$ cat src/rtl/delta_reverse_par_if.sv
// rtl/delta_reverse_par_if.sv - block-in / beat-out handshake bundle for delta_reverse_par
interface delta_reverse_par_if #(
  parameter int DATA_W     = 8,
  parameter int BLOCK_SIZE = 8,
  parameter int LANES      = 2
);
  // Block side: one delta-bit-plane block per request
  logic [DATA_W-1:0]                     base_i;
  logic [(DATA_W+1)*(BLOCK_SIZE-1)-1:0]  dbp_i;
  logic                                  vld_i;
  logic                                  rdy_o;

  // Beat side: LANES reconstructed words per beat
  logic [LANES*DATA_W-1:0]               data_o;
  logic                                  vld_o;
  logic                                  last_o;
  logic                                  rdy_i;

  // Synchronous clear
  logic                                  clr_i;

  modport slave (
    input  base_i, dbp_i, vld_i, rdy_i, clr_i,
    output rdy_o, data_o, vld_o, last_o
  );

  modport master (
    output base_i, dbp_i, vld_i, rdy_i, clr_i,
    input  rdy_o, data_o, vld_o, last_o
  );
endinterface

$ cat src/rtl/delta_reverse_par.sv
// rtl/delta_reverse_par.sv - multi-lane delta-reverse prefix summation; DELTA_REVERSE_SATURATE_EN clamps instead of wrapping
module delta_reverse_par #(
  parameter int DATA_W     = 8,
  parameter int BLOCK_SIZE = 8,
  parameter int LANES      = 2
) (
  input  logic               clk_i,
  input  logic               rst_ni,
  delta_reverse_par_if.slave bus
);

  localparam int ND    = BLOCK_SIZE - 1;
  localparam int DW1   = DATA_W + 1;
  localparam int SW    = DATA_W + 2;
  localparam int BEATS = BLOCK_SIZE / LANES;
  localparam int BW    = (BEATS > 1) ? $clog2(BEATS) : 1;

  typedef enum logic {IDLE, STREAM} state_t;

  state_t                   state_q, state_d;
  logic [BW-1:0]            beat_q, beat_d;
  logic signed [DATA_W-1:0] acc_q, acc_d;

  // Padded diff vector: entry 0 is zero so lane 0 of beat 0 passes base through
  // unchanged; entry m (m >= 1) holds diff d[m-1].
  logic [DW1*BLOCK_SIZE-1:0] dpad;
  logic [DW1*LANES-1:0]      lane_d;
  logic signed [DATA_W-1:0]  chain [LANES+1];
  logic signed [SW-1:0]      lsum  [LANES];
  logic [LANES*DATA_W-1:0]   beat_words;
  logic                      hs;
  logic                      is_last;

  assign dpad[DW1-1:0] = '0;

  for (genvar i = 0; i < ND; i++) begin : g_diff
    for (genvar j = 0; j < DW1; j++) begin : g_bit
      assign dpad[(i+1)*DW1 + j] = bus.dbp_i[j*ND + (ND-1-i)];
    end
  end

  // Select the LANES diffs feeding the current beat
  always_comb begin
    lane_d = (DW1*LANES)'(dpad >> (int'(beat_q) * (LANES*DW1)));
  end

  // Running value entering the beat: base on the first beat, accumulator afterwards
  always_comb begin
    chain[0] = (state_q == STREAM) ? acc_q : $signed(bus.base_i);
  end

  for (genvar l = 0; l < LANES; l++) begin : g_lane
    assign lsum[l] = SW'(chain[l]) + SW'($signed(lane_d[l*DW1 +: DW1]));
`ifdef DELTA_REVERSE_SATURATE_EN
    localparam logic signed [SW-1:0] SAT_MAX = SW'((1 << (DATA_W-1)) - 1);
    localparam logic signed [SW-1:0] SAT_MIN = SW'(-(1 << (DATA_W-1)));
    assign chain[l+1] = (lsum[l] > SAT_MAX) ? DATA_W'(SAT_MAX) :
                        (lsum[l] < SAT_MIN) ? DATA_W'(SAT_MIN) :
                        DATA_W'(lsum[l]);
`else
    assign chain[l+1] = DATA_W'(lsum[l]);
`endif
    assign beat_words[l*DATA_W +: DATA_W] = chain[l+1];
  end

  // Accepted beat this cycle; the clear wins over any handshake
  assign hs      = bus.vld_i & bus.rdy_i & ~bus.clr_i;
  // beat_q is 0 in IDLE, so a single-beat block is final straight away
  assign is_last = (beat_q == BW'(BEATS-1));

  // State register: FSM state, beat counter and accumulator
  always_ff @(posedge clk_i or negedge rst_ni) begin
    if (!rst_ni) begin
      state_q <= IDLE;
      beat_q  <= '0;
      acc_q   <= '0;
    end else begin
      state_q <= state_d;
      beat_q  <= beat_d;
      acc_q   <= acc_d;
    end
  end

  // Next-state logic: advance one beat per handshake, return to IDLE after the last
  always_comb begin
    state_d = state_q;
    beat_d  = beat_q;
    acc_d   = acc_q;
    if (bus.clr_i) begin
      state_d = IDLE;
      beat_d  = '0;
      acc_d   = '0;
    end else if (hs) begin
      acc_d = chain[LANES];
      if (is_last) begin
        state_d = IDLE;
        beat_d  = '0;
      end else begin
        state_d = STREAM;
        beat_d  = beat_q + 1'b1;
      end
    end
  end

  // Output logic: beat is combinational off the held block, zeroed when not valid
  always_comb begin
    bus.vld_o  = bus.vld_i & ~bus.clr_i;
    bus.data_o = bus.vld_o ? beat_words : '0;
    bus.last_o = bus.vld_o & is_last;
    bus.rdy_o  = hs & is_last;
  end

endmodule
$ cat src/flat_wrapper.sv
// flat-port wrapper written by rule: the top's interface ports become plain ports
module delta_reverse_par_flat 
#(
  parameter int DATA_W     = 8,
  parameter int BLOCK_SIZE = 8,
  parameter int LANES      = 2
)
  (clk_i, rst_ni, bus_base_i, bus_dbp_i, bus_vld_i, bus_rdy_i, bus_clr_i, bus_rdy_o, bus_data_o, bus_vld_o, bus_last_o);
  delta_reverse_par_if #(.DATA_W(DATA_W), .BLOCK_SIZE(BLOCK_SIZE), .LANES(LANES)) bus_i ();
  input  logic clk_i;
  input  logic rst_ni;
  input wire logic [$bits(bus_i.base_i)-1:0] bus_base_i;
  input wire logic [$bits(bus_i.dbp_i)-1:0] bus_dbp_i;
  input wire logic [$bits(bus_i.vld_i)-1:0] bus_vld_i;
  input wire logic [$bits(bus_i.rdy_i)-1:0] bus_rdy_i;
  input wire logic [$bits(bus_i.clr_i)-1:0] bus_clr_i;
  output wire logic [$bits(bus_i.rdy_o)-1:0] bus_rdy_o;
  output wire logic [$bits(bus_i.data_o)-1:0] bus_data_o;
  output wire logic [$bits(bus_i.vld_o)-1:0] bus_vld_o;
  output wire logic [$bits(bus_i.last_o)-1:0] bus_last_o;
  assign bus_i.base_i = bus_base_i;
  assign bus_i.dbp_i = bus_dbp_i;
  assign bus_i.vld_i = bus_vld_i;
  assign bus_i.rdy_i = bus_rdy_i;
  assign bus_i.clr_i = bus_clr_i;
  assign bus_rdy_o = bus_i.rdy_o;
  assign bus_data_o = bus_i.data_o;
  assign bus_vld_o = bus_i.vld_o;
  assign bus_last_o = bus_i.last_o;
  delta_reverse_par #(.DATA_W(DATA_W), .BLOCK_SIZE(BLOCK_SIZE), .LANES(LANES)) u_core (.clk_i(clk_i), .rst_ni(rst_ni), .bus(bus_i));
endmodule
$ cat config.mk
export PLATFORM = sky130hd
export DESIGN_NAME = delta_reverse_par_flat
export DESIGN_NICKNAME = d
export VERILOG_FILES = /design/src/rtl/delta_reverse_par_if.sv /design/src/rtl/delta_reverse_par.sv /design/src/flat_wrapper.sv
export SDC_FILE = /design/constraint.sdc
export NUM_CORES = 1
export LEC_CHECK = 0
export ABC_AREA = 1
export CORE_MARGIN = 1
export CORE_UTILIZATION = 41
export CTS_CLUSTER_SIZE = 25
export DETAILED_ROUTE_END_ITERATION = 10
export PLACE_DENSITY = 0.82
export SLEW_MARGIN = 20
export SYNTH_ARGS = -nofsm -noshare
export SYNTH_HDL_FRONTEND = slang
export SYNTH_SLANG_ARGS = --single-unit
$ cat constraint.sdc
create_clock -name clk_i -period 4.39 [get_ports clk_i]
set_input_delay 0.878 -clock clk_i [delete_from_list [all_inputs] [get_ports clk_i]]
set_output_delay 0.878 -clock clk_i [all_outputs]
set_load 0.02 [all_outputs]
==> run_1/met1.png <==
Cells faint in the background.
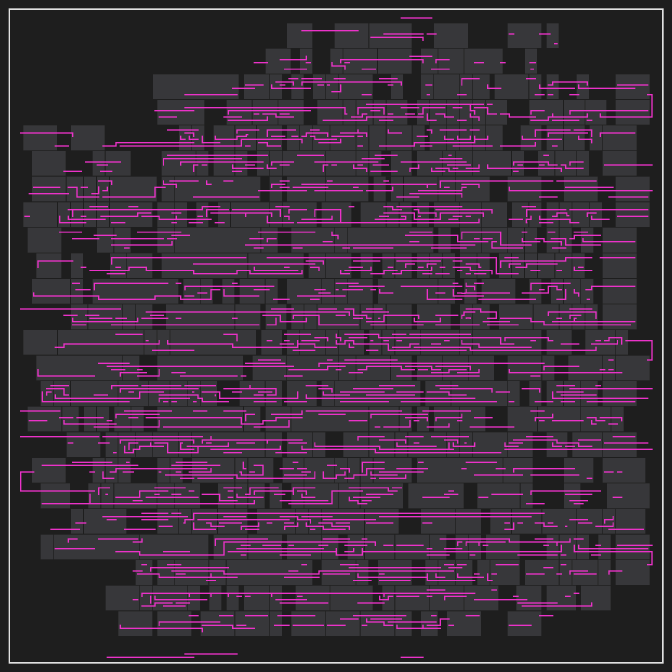
longest straight run	37.3 µm
share of all routed wire	41%
wire length on this layer	3070 µm
main direction	horizontal
nets with wire on the layer	487
via count: 2702
M1 GR Usage: 0.342
drt total wl: 7570 µm

==> run_1/met2.png <==
Bar = 20 µm.
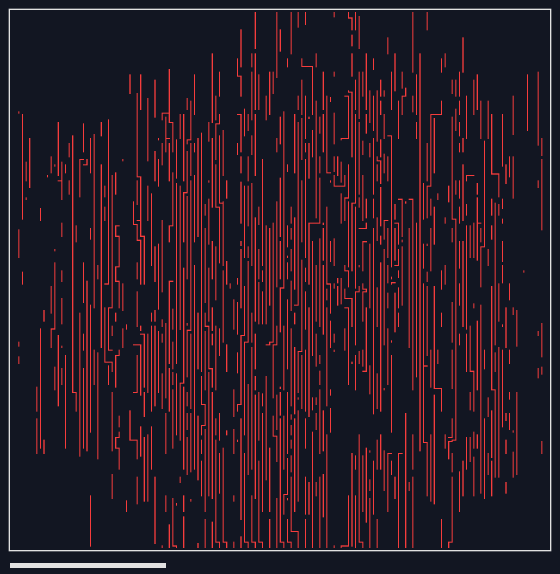
wire length on this layer	3680 µm
main direction	vertical
nets with wire on the layer	459
GR Layer Usage met2: 0.511

==> run_1/met3.png <==
Bar = 20 µm.
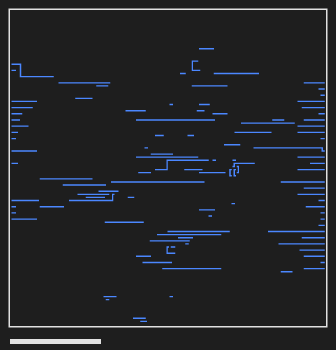
main direction	horizontal
nets with wire on the layer	85
share of all routed wire	6.5%
longest straight run	20.2 µm
wire length on this layer	494 µm
met3 Usage GRT: 0.0305

==> ci_impl_report.md, run 1 <==
## PnR job results

| Metric | Value |
|---|---|
| Outcome | complete, but fails checks |
| Failing checks | negative setup slack |
| Total grt overflow | 0 |
| Final Worst Setup Slack | -0.0351 ns |
| Design Area, Final | 3360 µm² |
| Worst Setup EP | bus_data_o[11] |
| Register-to-Register Path Depth | 22 |
| Ys async rst share | 1.00 |
| Flops after synth | 11 |
| Clock Latency Late Sink | 0.24 ns |
| WP data required | 3.51 ns |
| Number of filler cells placed in the layout | 282 |
| Crit Path Class | in -> out |
| Clock Skews | 0.00320 ns |
| Pwr per Cell Area | 448 nW/µm² |
| Fin util | 0.771 |
| Hold depth | 2 |
| Worst R2R Start | u_core.beat_q[0] |
| Max transition margin | 0.633 |
| Hold path start | u_core.acc_q[7] |
| GRT Util Overall | 0.281 |
| Maximum capacitance violations | 0 |
| Setup violators final | 1 |
| Max-area cell share | 0.180 |
| Post-Place Cells | 484 |
| Initial antenna violation count | 0 |
| WP data arrival | 3.55 ns |
| Worst Tran Pin Value | 0.549 ns |
| Crit share post-route | 1.01 |
| Setup tns final | -0.0351 ns |
| Fin Hold WS | 0.513 ns |
| Log Warnings | 34 |
| Final Max Slew Viols | 0 |
| Chip area | 4810 µm² |
| Number of enable flip-flop cells | 0 |
| Non-Filler Instances | 500 |
| Worst Hold Path EP | u_core.acc_q[7] |
| Crit path max-delay family | adder cells |
| Number of global-route vias before repair | 2540 |
| Crit path largest cell delay | 0.42 ns |
| Leak | 1.72 nW |
| Area leader, netlist | nand2_1 |
| Final Hold Viols | 0 |
| Inserted Diodes | 0 |
| Cell Type Count | 32 |
| Placer Congestion | 0.900 |
| Crit path launch | bus_base_i[0] |
| IO buf count | 87 |
| Syn Nets | 412 |
-- run 1: routing by layer --
metal	share of wire	routed length [µm]	track usage
met1	0.41	3070	0.342
met2	0.49	3680	0.511
met3	0.065	493	0.0305
met4	0.043	329	0.0952
met5	0	0	0
-- run 1: state kept, by name, summed over array words and instances (netlist names) --
register	count
u_core.acc_q	8
u_core.beat_q	2
u_core.state_q	1
-- run 1: worst register-to-register path, cell delays in order (launching register included) --
cell	delay, ns
dfrtp_1	0.46
inv_2	0.25
nor2_8	0.06
nand2_1	0.08
o21ai_2	0.07
ha_2	0.19
fa_2	0.42
nand2_2	0.11
inv_1	0.05
nor2_1	0.10
ha_1	0.26
a21oi_1	0.15
nand2_1	0.11
a21o_1	0.18
nand2_2	0.08
nand2_4	0.07
nand3_2	0.07
nand2_1	0.06
nand2_1	0.08
buf_4	0.10
buf_4	0.09
nand4_1	0.06
nand2_1	0.08
-- run 1: cell usage in the layout (no fill, tap or decap), types with 4 or more instances in the layout --
| cell type | netlist | layout |
|---|---|---|
| o21ai_1 | 6 | 11 |
| buf_4 | 1 | 48 |
| ha_4 | 0 | 4 |
| clkdlybuf4s50_1 | 0 | 66 |
| nand4_1 | 4 | 4 |
| o21ai_2 | 0 | 11 |
| nor2_2 | 5 | 7 |
| nand2_1 | 89 | 85 |
| a21oi_1 | 12 | 8 |
| nand3_2 | 3 | 7 |
| nand2_2 | 4 | 6 |
| o22ai_1 | 4 | 4 |
| dfrtp_1 | 11 | 11 |
| nand3_1 | 24 | 19 |
| dlymetal6s2s_1 | 0 | 7 |
| ha_1 | 14 | 9 |
| inv_1 | 44 | 42 |
| dlygate4sd2_1 | 0 | 5 |
| inv_2 | 2 | 4 |
| o21ai_0 | 37 | 21 |
| nor2_1 | 33 | 30 |
-- run 1: synth_stat cells (all sizes together), types with 2 or more instances --
| cell | count |
|---|---|
| nand2 | 94 |
| nand4 | 4 |
| o21ai | 43 |
| a21oi | 12 |
| nand3 | 27 |
| fa | 2 |
| ha | 14 |
| xor2 | 3 |
| nor2 | 40 |
| o22ai | 4 |
| dfrtp | 11 |
| nor3 | 2 |
| buf | 7 |
| clkbuf | 5 |
| inv | 46 |
-- run 1: what timing repair did --
item / in CTS / in global routing
gates resized: 51 / 54
pin swaps: 28 / 37
setup endpoints to repair: 8 / 9
setup buffers: 5 / 8
-- run 1: power breakdown --
| group | switching, mW | internal [mW] |
|---|---|---|
| Sequential | 0.0148 | 0.124 |
| Combinational | 0.657 | 0.607 |
| Clock | 0.0391 | 0.0638 |
-- run 1: layout make-up --
type | count | area share
multi-input cells | 251 | 0.459
flip-flops and latches | 11 | 0.0820
inverters | 46 | 0.0514
repair buffers | 136 | 0.374
well taps | 52 | 0.0194
clock buffers | 4 | 0.0134
-- run 1: cells by family (layout without fill, tap and decap cells) --
logic type / count (synthesis) / count (layout) / synth area share
simple gates: 169 / 169 / 0.406
compound gates: 63 / 63 / 0.179
buf+inv: 58 / 186 / 0.133
fa+ha+maj: 16 / 16 / 0.116
flops: 11 / 11 / 0.148
xor+xnor: 3 / 3 / 0.0182
==> run_1/final_clocks.png <==
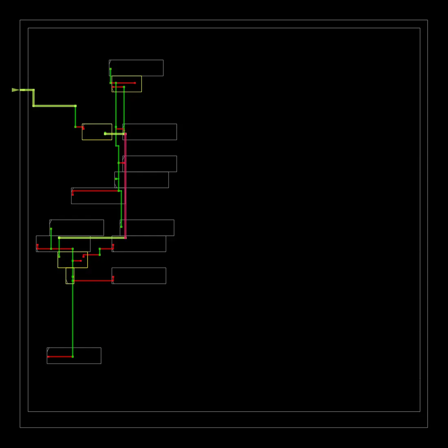

==> run 2, diff against run 1 <==
CTS_CLUSTER_DIAMETER = 40   (was unset)
clock period = 4.85 ns   (was 4.39 ns; I/O delays follow)
==> run_2/final_clocks.png <==
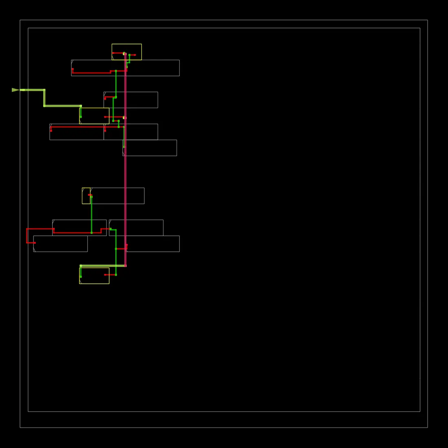
Flop Count: 11
Clock Sinks: 11
Clock Latency Late Sink: 0.24 ns
Clock Skews: 0.00153 ns

==> run 2 against run 1 <==
Compared with the run above:
- the run now ends clean
- clock-buffer cell count unchanged
- area after synthesis did not move
- die size unchanged
- sequential share of layout area rose by 0.37 points
- critical path depth grew 2
- first-iteration DRC count fell by 26%
- flip-flop count did not move
- clock power is 9% lower
- critical path type unchanged
- critical endpoint is now bus_data_o[15]
- largest cell class unchanged
- highest routed layer unchanged
==> ci_impl_report.md, run 2 <==
## PnR job results

| Metric | Value |
|---|---|
| IO buf count | 87 (unchanged) |
| Log Warnings | 34 (unchanged) |
| Leak | 1.62 nW (-5.6%) |
| Initial antenna violation count | 0 (unchanged) |
| Design Area, Final | 3210 µm² (-4.4%) |
| Inserted Diodes | 0 (unchanged) |
| Number of global-route vias before repair | 2392 (-5.8%) |
| Switching portion of total power | 0.481 (+0.00927) |
| Outcome | complete, no violations |
| Area leader, netlist | nand2_1 |
| Top flop regs | u_core.acc_q: 8 flops, u_core.beat_q: 2 flops, u_core.state_q: 1 flops |
| Floorplan Utilization | 0.427 |
| Switching power | 0.595 mW (-16%) |
| Final Max Slew Viols | 0 (unchanged) |
| Most frequent cells after synthesis | nand2_1, inv_1, o21ai_0 |
| Largest register FFs | 8 (unchanged) |
| Crit end category | output port |
| Sequential share of power | 0.104 (+0.012) |
| Cell Type Count | 32 (unchanged) |
| Number of filler cells placed in the layout | 338 (+20%) |
| Chip area | 4810 µm² (unchanged) |
| Internal Dissipation | 0.642 mW (-19%) |
| Ys async rst share | 1.00 (unchanged) |
| Clk network pwr share | 0.076 (+0.008) |
| Max transition margin | 0.683 (+0.0501) |
| Most frequent logic cell in the layout | nand2_1 |
| Crit path largest cell delay | 0.43 ns (about the same) |
| GRT Util Overall | 0.266 (-0.0151) |
| Drt total wl | 6860 µm (-9.3%) |
| Maximum capacitance violations | 0 (unchanged) |
| Number of enable flip-flop cells | 0 (unchanged) |
| WP data arrival | 3.82 ns (+0.27 ns) |
| Crit path max-delay family | adder cells |
| Logic pwr share | 0.820 (-0.020) |
| Top-count cell post-synth | nand2_1 |
| Pwr per Cell Area | 385 nW/µm² (-14%) |
| Setup violators final | 0 (-1) |
| Final Hold Viols | 0 (unchanged) |
| Via count | 2540 (-6.0%) |
| Total grt overflow | 0 (unchanged) |
| WP data required | 3.88 ns (+0.37 ns) |
| Placer Congestion | 0.873 (-3.0%) |
| Max-area cell share | 0.180 (unchanged) |
| Crit Path Class | in -> out |
| Worst Tran Pin Value | 0.474 ns (-0.0750 ns) |
| Top cells excl fill/tap | nand2_1, clkdlybuf4s50_1, inv_1 |
| CTS hold repair buffers | 0 |
## run 2: per-stage QoR
step	std cells	worst slack, ns	setup TNS [ns]	hold WS [ns]	utilization
2_1_floorplan	320	0.600	0	0.449	-
3_3_place_gp	478	-0.540	-1.97	0.484	0.678
3_5_place_dp	478	-0.554	-2.00	0.477	0.678
4_1_cts	482	-0.0529	-0.0529	0.489	0.689
5_1_grt	490	-0.0880	-0.234	0.540	0.738
6_report	490	0.0640	0	0.486	0.738
## run 2: metal layers
layer | vias to the layer above | wire [µm] | global-route usage
met1 | 1139 | 2780 | 0.340
li1 | 1271 | - | -
met5 | - | 0 | 0
met3 | 23 | 468 | 0.0262
met2 | 107 | 3350 | 0.444
met4 | 0 | 263 | 0.136
## run 2: worst paths after layout
check	from	cells after the start	endpoint	slack (ns)
setup / recovery	bus_base_i[0]	17	bus_data_o[15]	0.06
hold / removal	u_core.acc_q[7]	2	u_core.acc_q[7]	0.49
setup reg to reg	u_core.beat_q[0]	18	u_core.acc_q[7]	1.50
hold reg to reg	u_core.acc_q[7]	2	u_core.acc_q[7]	0.49
max in group asynchronous	rst_ni	1	u_core.acc_q[3]	3.48
min in group asynchronous	rst_ni	1	u_core.acc_q[5]	1.05
## run 2: kinds of logic (layout without fill, tap and decap cells)
family	after synthesis	count (layout)	synth area share
AND/OR/NAND/NOR	169	169	0.406
AND-OR/OR-AND	63	63	0.179
buffers and inverters	58	176	0.133
adder cells (fa/ha/maj)	16	16	0.116
flip-flops	11	11	0.148
XOR/XNOR	3	3	0.0182
## run 2: final cells by class
| class | instances | share of cell area |
|---|---|---|
| Clock buffer | 4 | 0.0140 |
| Inverter | 46 | 0.0538 |
| Multi-Input combinational cell | 251 | 0.460 |
| Sequential cell | 11 | 0.0857 |
| Tap cell | 52 | 0.0203 |
| Timing Repair Buffer | 126 | 0.366 |
## run 2: timing repair
item / in CTS / in global routing
buffers inserted: 0 / 10
gates cloned: 0 / 0
hold endpoints to repair: 0 / 0
resized: 23 / 44
pin swaps: 3 / 33
endpoints found under the setup margin: 7 / 7
## run 2: worst reg2reg max path, delay by kind of cell (launching register included)
family | cells | cell delay, ns
AOI/OAI and AO/OA | 5 | 0.93
adders and majority gates | 2 | 0.62
buffers and inverters | 4 | 0.62
xor gates and xnor gates | 1 | 0.23
and+or+nand+nor | 6 | 0.41
DFF | 1 | 0.48
## run 2: power groups by stage
stage	Combinational, mW	Clock [mW]	Sequential [mW]
CTS	0.864	0.0933	0.129
global placement	0.837	0	0.129
floorplan	0.519	0	0.120
detailed placement	0.854	0	0.130
finish	1.01	0.0935	0.129
global route	1.12	0.0980	0.131
No activity file was given, so power comes from the tool's default toggle rates.
